[src/rtl/computie_bus_pkg.sv]
`default_nettype none
// ============================================================================
//  Module      : computie_bus_pkg
//  Description : Shared types and constants for the Computie bus master:
//                FSM state enumeration, strobe polarity constants and the
//                default acknowledge timeout.
//  Revision    : 1.0 - initial release
// ============================================================================
package computie_bus_pkg;

    // Default number of DATA cycles allowed before a bus error is reported.
    localparam int c_DEFAULT_TIMEOUT = 255;

    // All Computie bus strobes (al_n, ds_n, dtack_n) are active low.
    localparam logic c_STROBE_ACTIVE   = 1'b0;
    localparam logic c_STROBE_INACTIVE = 1'b1;

    typedef enum logic [2:0] {
        ST_IDLE    = 3'd0,
        ST_ADDR    = 3'd1,
        ST_LATCH   = 3'd2,
        ST_WSETUP  = 3'd3,
        ST_TURN    = 3'd4,
        ST_DATA    = 3'd5,
        ST_DONE    = 3'd6,
        ST_RECOVER = 3'd7
    } bus_state_e;

endpackage : computie_bus_pkg
`default_nettype wire

[src/rtl/computie_bus_sync.sv]
`default_nettype none
// ============================================================================
//  Module      : computie_bus_sync
//  Description : Generic two-flop synchroniser for asynchronous inputs.
//                Both stages reset to RESET_VALUE so an active-low strobe
//                reads as idle straight out of reset.
//  Ports       : clock   - system clock
//                reset   - synchronous active-high reset
//                d_i     - asynchronous input
//                q_o     - synchronised output (two clocks of latency)
//  Revision    : 1.0 - initial release
// ============================================================================
module computie_bus_sync #(
    parameter int               WIDTH       = 1,
    parameter logic [WIDTH-1:0] RESET_VALUE = '1
) (
    input  logic             clock,
    input  logic             reset,
    input  logic [WIDTH-1:0] d_i,
    output logic [WIDTH-1:0] q_o
);

    logic [WIDTH-1:0] meta_q;
    logic [WIDTH-1:0] sync_q;

    always_ff @(posedge clock) begin
        if (reset) begin
            meta_q <= RESET_VALUE;
            sync_q <= RESET_VALUE;
        end else begin
            meta_q <= d_i;
            sync_q <= meta_q;
        end
    end

    assign q_o = sync_q;

endmodule : computie_bus_sync
`default_nettype wire

[src/rtl/computie_bus_controller.sv]
`default_nettype none
// ============================================================================
//  Module      : computie_bus_controller
//  Description : Bus-master sequencer for the multiplexed address/data
//                Computie bus. Runs one read or write per request: address
//                phase, address latch strobe, write setup or bus turnaround,
//                data strobe until acknowledge or timeout, then recovery
//                until the slave releases its acknowledge.
//  Ports       : clock, reset           - clock, synchronous active-high reset
//                request, write         - master request / direction (1=write)
//                address, write_data    - captured when the request is accepted
//                read_data              - last successfully read word
//                ready, bus_error       - one-cycle completion / timeout pulses
//                busy                   - transaction in progress
//                ad_oe, ad_out, ad_in   - AD pad block interface
//                al_n, ds_n, rw         - bus strobes and direction (rw 1=read)
//                dtack_n                - asynchronous slave acknowledge
//  Revision    : 1.0 - initial release
// ============================================================================
module computie_bus_controller
    import computie_bus_pkg::*;
#(
    parameter int BITWIDTH = 32,
    parameter int TIMEOUT  = c_DEFAULT_TIMEOUT
) (
    input  logic                clock,
    input  logic                reset,
    input  logic                request,
    input  logic                write,
    input  logic [BITWIDTH-1:0] address,
    input  logic [BITWIDTH-1:0] write_data,
    output logic [BITWIDTH-1:0] read_data,
    output logic                ready,
    output logic                bus_error,
    output logic                busy,
    output logic                ad_oe,
    output logic [BITWIDTH-1:0] ad_out,
    input  logic [BITWIDTH-1:0] ad_in,
    output logic                al_n,
    output logic                ds_n,
    output logic                rw,
    input  logic                dtack_n
);

    // Last counter value still inside the timeout window.
    localparam logic [7:0] c_TIMEOUT_LAST = 8'(TIMEOUT - 1);

    bus_state_e          state_q;
    logic [7:0]          count_q;
    logic                write_q;
    logic [BITWIDTH-1:0] wdata_q;
    logic [BITWIDTH-1:0] read_data_q;
    logic                ready_q;
    logic                bus_error_q;
    logic                busy_q;
    logic                ad_oe_q;
    logic [BITWIDTH-1:0] ad_out_q;
    logic                al_n_q;
    logic                ds_n_q;
    logic                rw_q;
    logic                dtack_sync;

    computie_bus_sync #(
        .WIDTH       (1),
        .RESET_VALUE (1'b1)
    ) u_dtack_sync (
        .clock (clock),
        .reset (reset),
        .d_i   (dtack_n),
        .q_o   (dtack_sync)
    );

    // Outputs are assigned on entry to each state so they are valid for the
    // whole of that state's cycle.
    always_ff @(posedge clock) begin
        if (reset) begin
            state_q     <= ST_IDLE;
            count_q     <= '0;
            write_q     <= 1'b0;
            wdata_q     <= '0;
            read_data_q <= '0;
            ready_q     <= 1'b0;
            bus_error_q <= 1'b0;
            busy_q      <= 1'b0;
            ad_oe_q     <= 1'b0;
            ad_out_q    <= '0;
            al_n_q      <= c_STROBE_INACTIVE;
            ds_n_q      <= c_STROBE_INACTIVE;
            rw_q        <= 1'b1;
        end else begin
            // Completion flags are single-cycle pulses.
            ready_q     <= 1'b0;
            bus_error_q <= 1'b0;

            case (state_q)
                ST_IDLE: begin
                    if (request) begin
                        write_q  <= write;
                        wdata_q  <= write_data;
                        ad_out_q <= address;
                        ad_oe_q  <= 1'b1;
                        rw_q     <= ~write;
                        busy_q   <= 1'b1;
                        al_n_q   <= c_STROBE_INACTIVE;
                        state_q  <= ST_ADDR;
                    end
                end

                ST_ADDR: begin
                    al_n_q  <= c_STROBE_ACTIVE;
                    state_q <= ST_LATCH;
                end

                ST_LATCH: begin
                    al_n_q <= c_STROBE_INACTIVE;
                    if (write_q) begin
                        ad_out_q <= wdata_q;
                        state_q  <= ST_WSETUP;
                    end else begin
                        // Release the AD pins a full cycle before ds_n so
                        // the slave never fights our drivers.
                        ad_oe_q <= 1'b0;
                        state_q <= ST_TURN;
                    end
                end

                ST_WSETUP, ST_TURN: begin
                    ds_n_q  <= c_STROBE_ACTIVE;
                    count_q <= '0;
                    state_q <= ST_DATA;
                end

                ST_DATA: begin
                    // Acknowledge is tested first so it wins over a
                    // coincident timeout.
                    if (dtack_sync == c_STROBE_ACTIVE) begin
                        if (!write_q) begin
                            read_data_q <= ad_in;
                        end
                        ready_q <= 1'b1;
                    end else if (count_q == c_TIMEOUT_LAST) begin
                        bus_error_q <= 1'b1;
                    end

                    if ((dtack_sync == c_STROBE_ACTIVE) || (count_q == c_TIMEOUT_LAST)) begin
                        ds_n_q  <= c_STROBE_INACTIVE;
                        ad_oe_q <= 1'b0;
                        rw_q    <= 1'b1;
                        count_q <= '0;
                        state_q <= ST_DONE;
                    end else begin
                        count_q <= count_q + 8'd1;
                    end
                end

                ST_DONE: begin
                    state_q <= ST_RECOVER;
                end

                ST_RECOVER: begin
                    // Wait for the slave to withdraw dtack_n before the
                    // next cycle may begin.
                    if (dtack_sync == c_STROBE_INACTIVE) begin
                        busy_q  <= 1'b0;
                        state_q <= ST_IDLE;
                    end
                end

                default: begin
                    state_q <= ST_IDLE;
                end
            endcase
        end
    end

    assign read_data = read_data_q;
    assign ready     = ready_q;
    assign bus_error = bus_error_q;
    assign busy      = busy_q;
    assign ad_oe     = ad_oe_q;
    assign ad_out    = ad_out_q;
    assign al_n      = al_n_q;
    assign ds_n      = ds_n_q;
    assign rw        = rw_q;

endmodule : computie_bus_controller
`default_nettype wire
[config.mk]
export PLATFORM = sky130hd
export DESIGN_NAME = computie_bus_controller
export DESIGN_NICKNAME = d
export VERILOG_FILES = /design/src/rtl/computie_bus_pkg.sv /design/src/rtl/computie_bus_sync.sv /design/src/rtl/computie_bus_controller.sv
export SDC_FILE = /design/constraint.sdc
export NUM_CORES = 1
export LEC_CHECK = 0
export CORE_ASPECT_RATIO = 0.9
export CORE_MARGIN = 3
export CORE_UTILIZATION = 44
export DETAILED_ROUTE_END_ITERATION = 16
export PLACE_DENSITY = 0.8
export SYNTH_ARGS = -nofsm -noshare
export SYNTH_HDL_FRONTEND = slang
export SYNTH_HIERARCHICAL = 1
export SYNTH_SLANG_ARGS = --single-unit
[constraint.sdc]
create_clock -name clock -period 2.1 [get_ports clock]
set_input_delay 0.21 -clock clock [delete_from_list [all_inputs] [get_ports clock]]
set_output_delay 0.21 -clock clock [all_outputs]
set_load 0.05 [all_outputs]
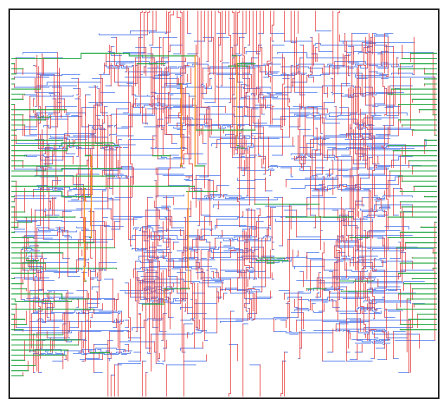
(images/metal_stack.png)
- blue: met1 (wire length 5280 µm)
- orange: met4 (wire length 151 µm)
- green: met3 (wire length 1230 µm)
- red: met2 (wire length 6500 µm)

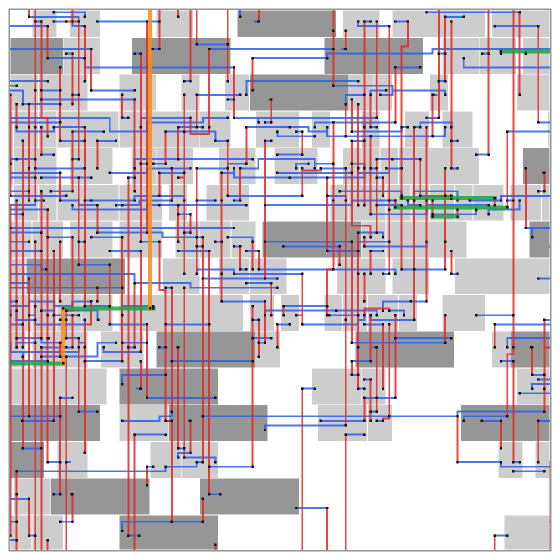
(images/zoom.png)
Window x 37 to 77, y 11 to 51 µm. Cells in grey, sequential cells in the stronger grey; small squares are vias.
- orange: met4
- red: met2
- blue: met1
- green: met3
- cells with their middle in the window: 115
- netlist names of flops here include: count_q (4), state_q (3)
- sequential cells in the window: 16
- most frequent: dfxtp_1 (16), a21oi_1 (12), nand2_1 (9)

==> results.txt <==
Observations from the implementation run.

Status:
- The flow ran to the end, and the final reports show no timing, DRC or antenna violations.

Setup path:
- STA classifies the critical path startpoint as a flip-flop.
- The timing report attributes the biggest portion of critical-path delay to AND-OR/OR-AND gates.
- The run gives the startpoint of the worst register-to-register path as count_q[0]$_SDFFE_PP0P_.
- The STA report counts the stages on the worst setup path as 6.
- The critical path goes through inv_1 -> ha_1 -> and4_1 -> a211oi_2 -> nand2b_1 -> a31oi_1.
- In this run the worst path has a maximum fanout of 8.

Synth:
- The synthesized netlist has a Yosys-reported chip area of 4600 µm².
- The synthesis stat section lists a flop and latch total of 117.

Timing:
- The run puts the setup clock skew after layout at 0.00946 ns.
- The worst path meets setup with 0.179 ns of slack.
- The transition time recorded at the tightest slew-check pin is 0.562 ns.
- Per the final report, max-transition violations number 0.
- The run puts the worst hold slack across all endpoints at 0.265 ns.

Worst hold path:
- The run puts the number of cells on the worst hold path at 2.

Detailed routing:
- The run puts the first-pass iteration count of the detailed router at 5.
- The run gives the amount of wire on met3 after detailed routing as 1230 µm.
- After detailed routing, the number of vias per cell comes to 5.23.
- After the first detailed-routing iteration, the DRC count stood at 272.
- TritonRoute reported its final design rule violation total as 0.
- The run puts the wire length on met1 at 5280 µm.

Pwr:
- The run gives the maximum vdd ir drop as 0.000758 V.

Cells and area:
- The area taken by multi-input combinational cells is reported as 2080 µm².
- The run puts the fraction of the core area covered by cells at the end of the flow at 71.4%.
- The run puts the signed area change from the synthesized netlist to the final layout at 54.0%.
- Among logic cells in the layout, the one with the most instances is sky130_fd_sc_hd__clkdlybuf4s50_1.

GRT:
- The run gives the overall global routing resource usage as 23.0%.
- The run gives the initial antenna violation count as 0.

Clock network:
- The clock H-tree reported by CTS has 4 levels.
- In this run the deepest clock path goes through 2 buffers.
- The run gives the clock sink count as 117.

Die:
- The run puts the area of the die at 11700 µm².
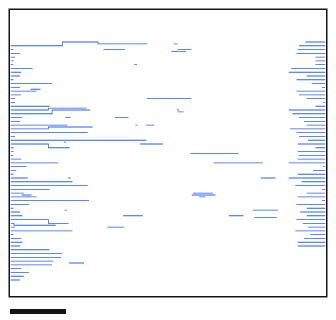
(images/met3.png)
Bar = 20 µm.
- share of all routed wire: 9.3%
- nets with wire on the layer: 136
- wire length on this layer: 1230 µm
- main direction: horizontal
met3 track demand over resource: 8.74%
wire length reported by the detailed router: 13200 µm
number of vias in the routed layout: 4409

==> power by group <==
group	leakage (nW)	total [mW]	internal (mW)	switching (mW)
logic	1.25	2.35	0.913	1.44
registers	0.956	2.73	2.52	0.207
clock network	0.307	3.12	2.07	1.06
==> kinds of logic (layout without fill, tap and decap cells) <==
group,Yosys count,count (layout),synth area share [%]
mux,34,34,7.40
fa+ha+maj,2,2,0.544
buf+inv,45,221,4.24
flops,117,117,50.9
simple gates,212,212,19.4
xor+xnor,2,2,0.381
compound gates,129,129,17.1
==> through the flow <==
step                      cell area, µm²  total power [mW]  cells
after floorplan                     4600              4.29    541
after global placement              6430              5.07    811
after detailed placement            6430              5.12    811
after CTS                           7080              8.25    843
after global routing                7080              8.57    843
final                               7080              8.20    843
Power figures rest on the tool's default switching activity, not on a simulated workload.
